==> config.mk <==
export PLATFORM = sky130hd
export DESIGN_NAME = raw_capture_flat
export DESIGN_NICKNAME = d
export VERILOG_FILES = /design/src/rtl/raw_capture_if.sv /design/src/rtl/raw_capture.sv /design/src/flat_wrapper.sv
export SDC_FILE = /design/constraint.sdc
export NUM_CORES = 1
export LEC_CHECK = 0
export CAP_MARGIN = 10
export CORE_ASPECT_RATIO = 0.9
export CORE_MARGIN = 2
export CORE_UTILIZATION = 55
export DETAILED_ROUTE_END_ITERATION = 8
export PLACE_DENSITY = 0.95
export SLEW_MARGIN = 20
export SYNTH_ARGS = -nofsm -noshare
export SYNTH_HDL_FRONTEND = slang
export SYNTH_SLANG_ARGS = --single-unit
export TNS_END_PERCENT = 5
==> constraint.sdc <==
create_clock -name iCLK -period 3.1 [get_ports iCLK]
set_clock_uncertainty 0.05 [all_clocks]
set_input_delay 0.62 -clock iCLK [delete_from_list [all_inputs] [get_ports iCLK]]
set_output_delay 0.62 -clock iCLK [all_outputs]
set_load 0.005 [all_outputs]
==> src/rtl/raw_capture_if.sv <==
// Pixel-side bundle of raw_capture: sensor timing and control in, qualified pixel stream out.
interface raw_capture_if #(
    parameter int unsigned DATA_W = 12,
    parameter int unsigned CNT_W  = 11
) ();
    logic [DATA_W-1:0] iDATA;
    logic              iFVAL;
    logic              iLVAL;
    logic              iSTART;
    logic              iEND;
    logic [DATA_W-1:0] oDATA;
    logic              oDVAL;
    logic [CNT_W-1:0]  oX_Cont;
    logic [CNT_W-1:0]  oY_Cont;
    logic [31:0]       oFrame_Cont;
    logic              oBusy;

    modport master (
        output iDATA, iFVAL, iLVAL, iSTART, iEND,
        input  oDATA, oDVAL, oX_Cont, oY_Cont, oFrame_Cont, oBusy
    );

    modport slave (
        input  iDATA, iFVAL, iLVAL, iSTART, iEND,
        output oDATA, oDVAL, oX_Cont, oY_Cont, oFrame_Cont, oBusy
    );
endinterface

==> src/rtl/raw_capture.sv <==
// Raw sensor capture: frame-aligned start/stop, pixel qualify, column/row counters, frame counter.
// Optional crop window when CAPTURE_CROP_EN is defined.
module raw_capture #(
    parameter int unsigned DATA_W  = 12,
    parameter int unsigned CNT_W   = 11,
    parameter int unsigned CROP_X0 = 0,
    parameter int unsigned CROP_Y0 = 0,
    parameter int unsigned CROP_W  = 1280,
    parameter int unsigned CROP_H  = 960
) (
    input  logic            iCLK,
    input  logic            iRST,
    raw_capture_if.slave    bus
);

    typedef enum logic [1:0] {
        IDLE        = 2'd0,
        WAIT_VBLANK = 2'd1,
        WAIT_FRAME  = 2'd2,
        IN_FRAME    = 2'd3
    } captureState_t;

    localparam logic [CNT_W-1:0] cntMax = {CNT_W{1'b1}};

    // Crop window must be representable by the counters
    if ((CROP_X0 + CROP_W > (2 ** CNT_W)) || (CROP_Y0 + CROP_H > (2 ** CNT_W))) begin : gCropRange
        $error("raw_capture: crop window exceeds counter range");
    end

    captureState_t     state;
    captureState_t     stateNext;

    logic [DATA_W-1:0] rDATA;
    logic              rFVAL;
    logic              rLVAL;
    logic              rFVALd;
    logic              rLVALd;
    logic              runFlag;

    logic [CNT_W-1:0]  xCnt;
    logic [CNT_W-1:0]  yCnt;

    logic              fvalRise_c;
    logic              fvalFall_c;
    logic              frameDone_c;
    logic              enterFrame_c;
    logic              pixQual_c;
    logic              lineEnd_c;
    logic              pixValid_c;
    logic [CNT_W-1:0]  outX_c;
    logic [CNT_W-1:0]  outY_c;

    // Input stage: all control below works on these registered copies
    always_ff @(posedge iCLK) begin
        if (iRST) begin
            rDATA  <= '0;
            rFVAL  <= 1'b0;
            rLVAL  <= 1'b0;
            rFVALd <= 1'b0;
            rLVALd <= 1'b0;
        end else begin
            rDATA  <= bus.iDATA;
            rFVAL  <= bus.iFVAL;
            rLVAL  <= bus.iLVAL;
            rFVALd <= rFVAL;
            rLVALd <= rLVAL;
        end
    end

    // Run flag: stop request dominates a simultaneous start
    always_ff @(posedge iCLK) begin
        if (iRST) begin
            runFlag <= 1'b0;
        end else if (bus.iEND) begin
            runFlag <= 1'b0;
        end else if (bus.iSTART) begin
            runFlag <= 1'b1;
        end
    end

    assign fvalRise_c = rFVAL & ~rFVALd;
    assign fvalFall_c = ~rFVAL & rFVALd;

    always_ff @(posedge iCLK) begin
        if (iRST) begin
            state <= IDLE;
        end else begin
            state <= stateNext;
        end
    end

    // A captured frame always runs to its FVAL fall before run is re-examined
    always_comb begin
        stateNext   = state;
        frameDone_c = 1'b0;
        unique case (state)
            IDLE: begin
                if (runFlag) begin
                    stateNext = WAIT_VBLANK;
                end
            end
            WAIT_VBLANK: begin
                if (!rFVAL) begin
                    stateNext = WAIT_FRAME;
                end
            end
            WAIT_FRAME: begin
                if (!runFlag) begin
                    stateNext = IDLE;
                end else if (fvalRise_c) begin
                    stateNext = IN_FRAME;
                end
            end
            IN_FRAME: begin
                if (fvalFall_c) begin
                    frameDone_c = 1'b1;
                    stateNext   = runFlag ? WAIT_FRAME : IDLE;
                end
            end
            default: begin
                stateNext = IDLE;
            end
        endcase
    end

    assign enterFrame_c = (state != IN_FRAME) && (stateNext == IN_FRAME);
    assign pixQual_c    = (state == IN_FRAME) && rFVAL && rLVAL;
    assign lineEnd_c    = (state == IN_FRAME) && rFVAL && rLVALd && !rLVAL;

    // Raw column/row counters, saturating
    always_ff @(posedge iCLK) begin
        if (iRST) begin
            xCnt <= '0;
            yCnt <= '0;
        end else if (fvalFall_c || enterFrame_c) begin
            xCnt <= '0;
            yCnt <= '0;
        end else if (lineEnd_c) begin
            xCnt <= '0;
            if (yCnt != cntMax) begin
                yCnt <= yCnt + CNT_W'(1);
            end
        end else if (pixQual_c && (xCnt != cntMax)) begin
            xCnt <= xCnt + CNT_W'(1);
        end
    end

`ifdef CAPTURE_CROP_EN
    localparam logic [CNT_W:0] xLo = (CNT_W+1)'(CROP_X0);
    localparam logic [CNT_W:0] xHi = (CNT_W+1)'(CROP_X0 + CROP_W);
    localparam logic [CNT_W:0] yLo = (CNT_W+1)'(CROP_Y0);
    localparam logic [CNT_W:0] yHi = (CNT_W+1)'(CROP_Y0 + CROP_H);

    logic inWin_c;

    assign inWin_c    = ({1'b0, xCnt} >= xLo) && ({1'b0, xCnt} < xHi) &&
                        ({1'b0, yCnt} >= yLo) && ({1'b0, yCnt} < yHi);
    assign pixValid_c = pixQual_c && inWin_c;
    assign outX_c     = xCnt - CNT_W'(CROP_X0);
    assign outY_c     = yCnt - CNT_W'(CROP_Y0);
`else
    assign pixValid_c = pixQual_c;
    assign outX_c     = xCnt;
    assign outY_c     = yCnt;
`endif

    // Output stage: coordinates describe the pixel presented alongside them
    always_ff @(posedge iCLK) begin
        if (iRST) begin
            bus.oDATA       <= '0;
            bus.oDVAL       <= 1'b0;
            bus.oX_Cont     <= '0;
            bus.oY_Cont     <= '0;
            bus.oFrame_Cont <= '0;
            bus.oBusy       <= 1'b0;
        end else begin
            bus.oDATA <= rDATA;
            bus.oDVAL <= pixValid_c;
            bus.oBusy <= (state != IDLE);
            if (pixValid_c) begin
                bus.oX_Cont <= outX_c;
                bus.oY_Cont <= outY_c;
            end
            if (frameDone_c) begin
                bus.oFrame_Cont <= bus.oFrame_Cont + 32'd1;
            end
        end
    end

endmodule

==> src/flat_wrapper.sv <==
// flat-port wrapper written by rule: the top's interface ports become plain ports
module raw_capture_flat 
#(
    parameter int unsigned DATA_W  = 12,
    parameter int unsigned CNT_W   = 11,
    parameter int unsigned CROP_X0 = 0,
    parameter int unsigned CROP_Y0 = 0,
    parameter int unsigned CROP_W  = 1280,
    parameter int unsigned CROP_H  = 960
)
  (iCLK, iRST, bus_iDATA, bus_iFVAL, bus_iLVAL, bus_iSTART, bus_iEND, bus_oDATA, bus_oDVAL, bus_oX_Cont, bus_oY_Cont, bus_oFrame_Cont, bus_oBusy);
  raw_capture_if #(.DATA_W(DATA_W), .CNT_W(CNT_W)) bus_i ();
  input  logic iCLK;
  input  logic iRST;
  input wire logic [$bits(bus_i.iDATA)-1:0] bus_iDATA;
  input wire logic [$bits(bus_i.iFVAL)-1:0] bus_iFVAL;
  input wire logic [$bits(bus_i.iLVAL)-1:0] bus_iLVAL;
  input wire logic [$bits(bus_i.iSTART)-1:0] bus_iSTART;
  input wire logic [$bits(bus_i.iEND)-1:0] bus_iEND;
  output wire logic [$bits(bus_i.oDATA)-1:0] bus_oDATA;
  output wire logic [$bits(bus_i.oDVAL)-1:0] bus_oDVAL;
  output wire logic [$bits(bus_i.oX_Cont)-1:0] bus_oX_Cont;
  output wire logic [$bits(bus_i.oY_Cont)-1:0] bus_oY_Cont;
  output wire logic [$bits(bus_i.oFrame_Cont)-1:0] bus_oFrame_Cont;
  output wire logic [$bits(bus_i.oBusy)-1:0] bus_oBusy;
  assign bus_i.iDATA = bus_iDATA;
  assign bus_i.iFVAL = bus_iFVAL;
  assign bus_i.iLVAL = bus_iLVAL;
  assign bus_i.iSTART = bus_iSTART;
  assign bus_i.iEND = bus_iEND;
  assign bus_oDATA = bus_i.oDATA;
  assign bus_oDVAL = bus_i.oDVAL;
  assign bus_oX_Cont = bus_i.oX_Cont;
  assign bus_oY_Cont = bus_i.oY_Cont;
  assign bus_oFrame_Cont = bus_i.oFrame_Cont;
  assign bus_oBusy = bus_i.oBusy;
  raw_capture #(.DATA_W(DATA_W), .CNT_W(CNT_W), .CROP_X0(CROP_X0), .CROP_Y0(CROP_Y0), .CROP_W(CROP_W), .CROP_H(CROP_H)) u_core (.iCLK(iCLK), .iRST(iRST), .bus(bus_i));
endmodule
clock_nets.png
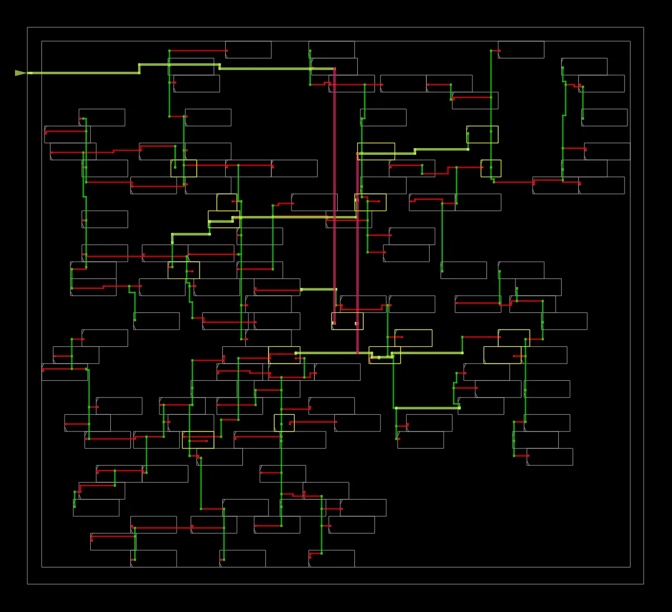
CLK BUF: 9
clock latency on the worst-skew pair: 0.37 ns

ff_map.png
(4 px per um) Other sequential cells in the stronger grey, the rest of the logic in the fainter grey.
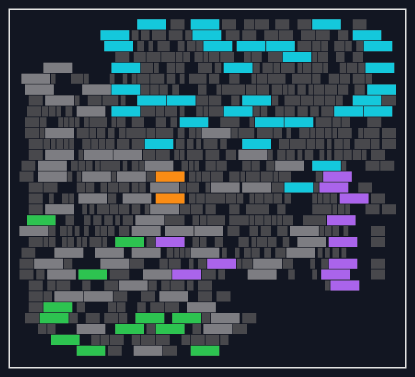
Key: purple = u_core.bus.oY_Cont [placed flops 11]; orange = u_core.state [placed flops 2]; cyan = u_core.bus.oFrame_Cont [placed flops 32]; green = u_core.rDATA [placed flops 12]
final core utilization: 69.0%
FF+latch area: 2180 um2
Seq group: 1.43 mW

sizing.png
(4 px per um)
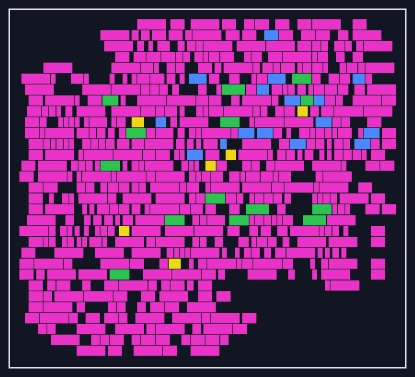
Key: blue = x2 [cells 16, share 2.8%]; green = x6 and larger [cells 14, share 2.4%]; magenta = x1 and smaller [cells 536, share 94%]; yellow = x3 and x4 [cells 6, share 1.0%]
setup ws final: 0.714 ns
area growth from synthesis to final layout: 23.5%
number of non-clock buffers: 89
post-layout instance area: 5490 um2

m3.png
(4 px per um)
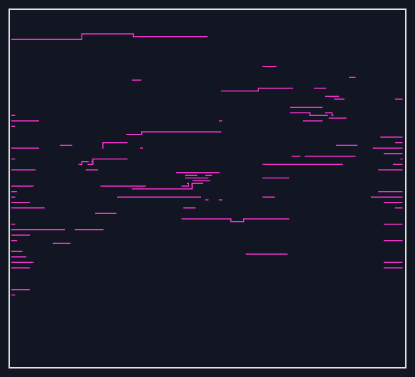
The longest straight run is 20.7 um. The layer holds 4.9% of the routed length. The wires run mostly horizontal. 71 nets have wire on it.
Routed Wire Length: 10.0 mm
grt met3 use: 4.77%
routed via count: 3906

==> changes_impl.md <==
### Metrics

* Antenna violations before repair at 0
* Most common logic cells in the final layout: dfxtp_1 (109), clkdlybuf4s50_1 (84), nand2_1 (64), a21oi_1 (53), nor2b_1 (37)
* Post-synthesis adder-cell area fraction at less than 1%
* Top-count cell post-synth: dfxtp_1
* Worst setup path endpoint: u_core.bus.oFrame_Cont[29]
* Sink Count at 109
* Number of CTS-inserted buffers at 9
* Startpoint class of the critical path: flop
* Buffers inserted by post-CTS timing repair at 0
* Max_cap viols at 0
* Number of I/O port buffers at around 85
* Inverters at 8
* Critical path, cell by cell: and4_1 -> nand4_2 -> buf_4 -> nor4_1 -> mux2_2
* Die Y-Extent at 89.3 um
* Multi-input gate count at 350
* Clock share of power at a little over a third
* Register with the highest flop count: u_core.bus.oFrame_Cont
* Setup tns final at 0 ns
* Clock tree root driver cell: clkbuf_8
* Number of stages on the worst setup path at 5
* Power density cells at 433 nW/um2
* Busiest layer in global routing: met2
* Via count of the first global-routing pass at roughly 3500
* Crit Path Category: flop to flop
* Path class of the lowest-slack min-delay path: flop to flop
* Fraction of area in registers at between 30% and 40%
* Clock transition at path regs at ~0.11 ns
* Residual antenna-violating net count after detailed routing at 0
* Top routing layer in use: met4
* Most used flip-flop cell after synthesis: dfxtp_1
* Count of instantiated cells in the yosys netlist at approximately 500
* Synth Area in XOR/XNOR at ~2.2%
* Hpwl dp at around 6.8 mm
* Data arrival time of the worst path at between 2 and 3 ns
* Count of endpoints failing setup in the final report at 0
* Clock buffers and inverters, area share at between 3 and 4%
* Total placed instance area at approximately 5300 um2
* Largest cell class by area: flip-flops and latches
* First-pass GRT wire length at 15.9 mm
* Unique masters post-synth at roughly 47
* Overall chip area at a little under 9000 um2
* Number of antenna cells inserted at 0
* Tool warnings at 26
* Top power group: registers
* Cell depth of the worst hold path at 1
* Largest register FFs at 32
* Leading post-synthesis cells by cell area: dfxtp_1 (49%), a21oi_1 (6.0%), nand2_1 (5.4%), nor2b_1 (5.2%), o31ai_1 (3.0%)
* Number of cells after detailed placement at approximately 660
* Detailed-routed wire length on met3 at 493 um
* Post-CTS Resized at 0
* Number of sequential cells in the layout at between 100 and 150
* Number of nets in the final layout at between 500 and 600
* Clk pwr at ~870 uW
* Logic gate fraction of the total cell area at around 38%
* Register area share after synthesis at between 40% and 50%
* Largest stage delay on the critical path at 0.44 ns
* Worst reg-to-reg path cell count at 5
* Status: complete, no violations
* Post-synth tally of flip-flops with integrated enable at 0
* FF+latch count, synth at around 110
* Combinational group share of total power at approximately 3.4%
* Power after layout at around 2.4 mW
* Setup slack after placement at about 0.75 ns
* Number of warning messages in the yosys log at 0
* Tap cells at around 100
* Final weighted congestion in routability-driven placement at slightly below 0.8
* CTS tree: built
* Final std cells w/o fill at ~670
* Dominant cell type by area after synthesis: dfxtp_1
* Combinational gate power at roughly 80 uW
* Startpoint of the worst register-to-register path: u_core.bus.oFrame_Cont[4]
* Non-clk buf share at 16.0%
* WL met2 at 5.19 mm
* Aoi/oai-family share of the synthesized area at roughly 12%
* Max FO, Critical Path at 21
* Switching power as a share of total power at 24.7%
* DIE WIDTH at ~99 um
* Rel. slew slack at around 40%
* Static leakage at ~1.8 nW
Power is estimated from default activity; no workload was simulated.
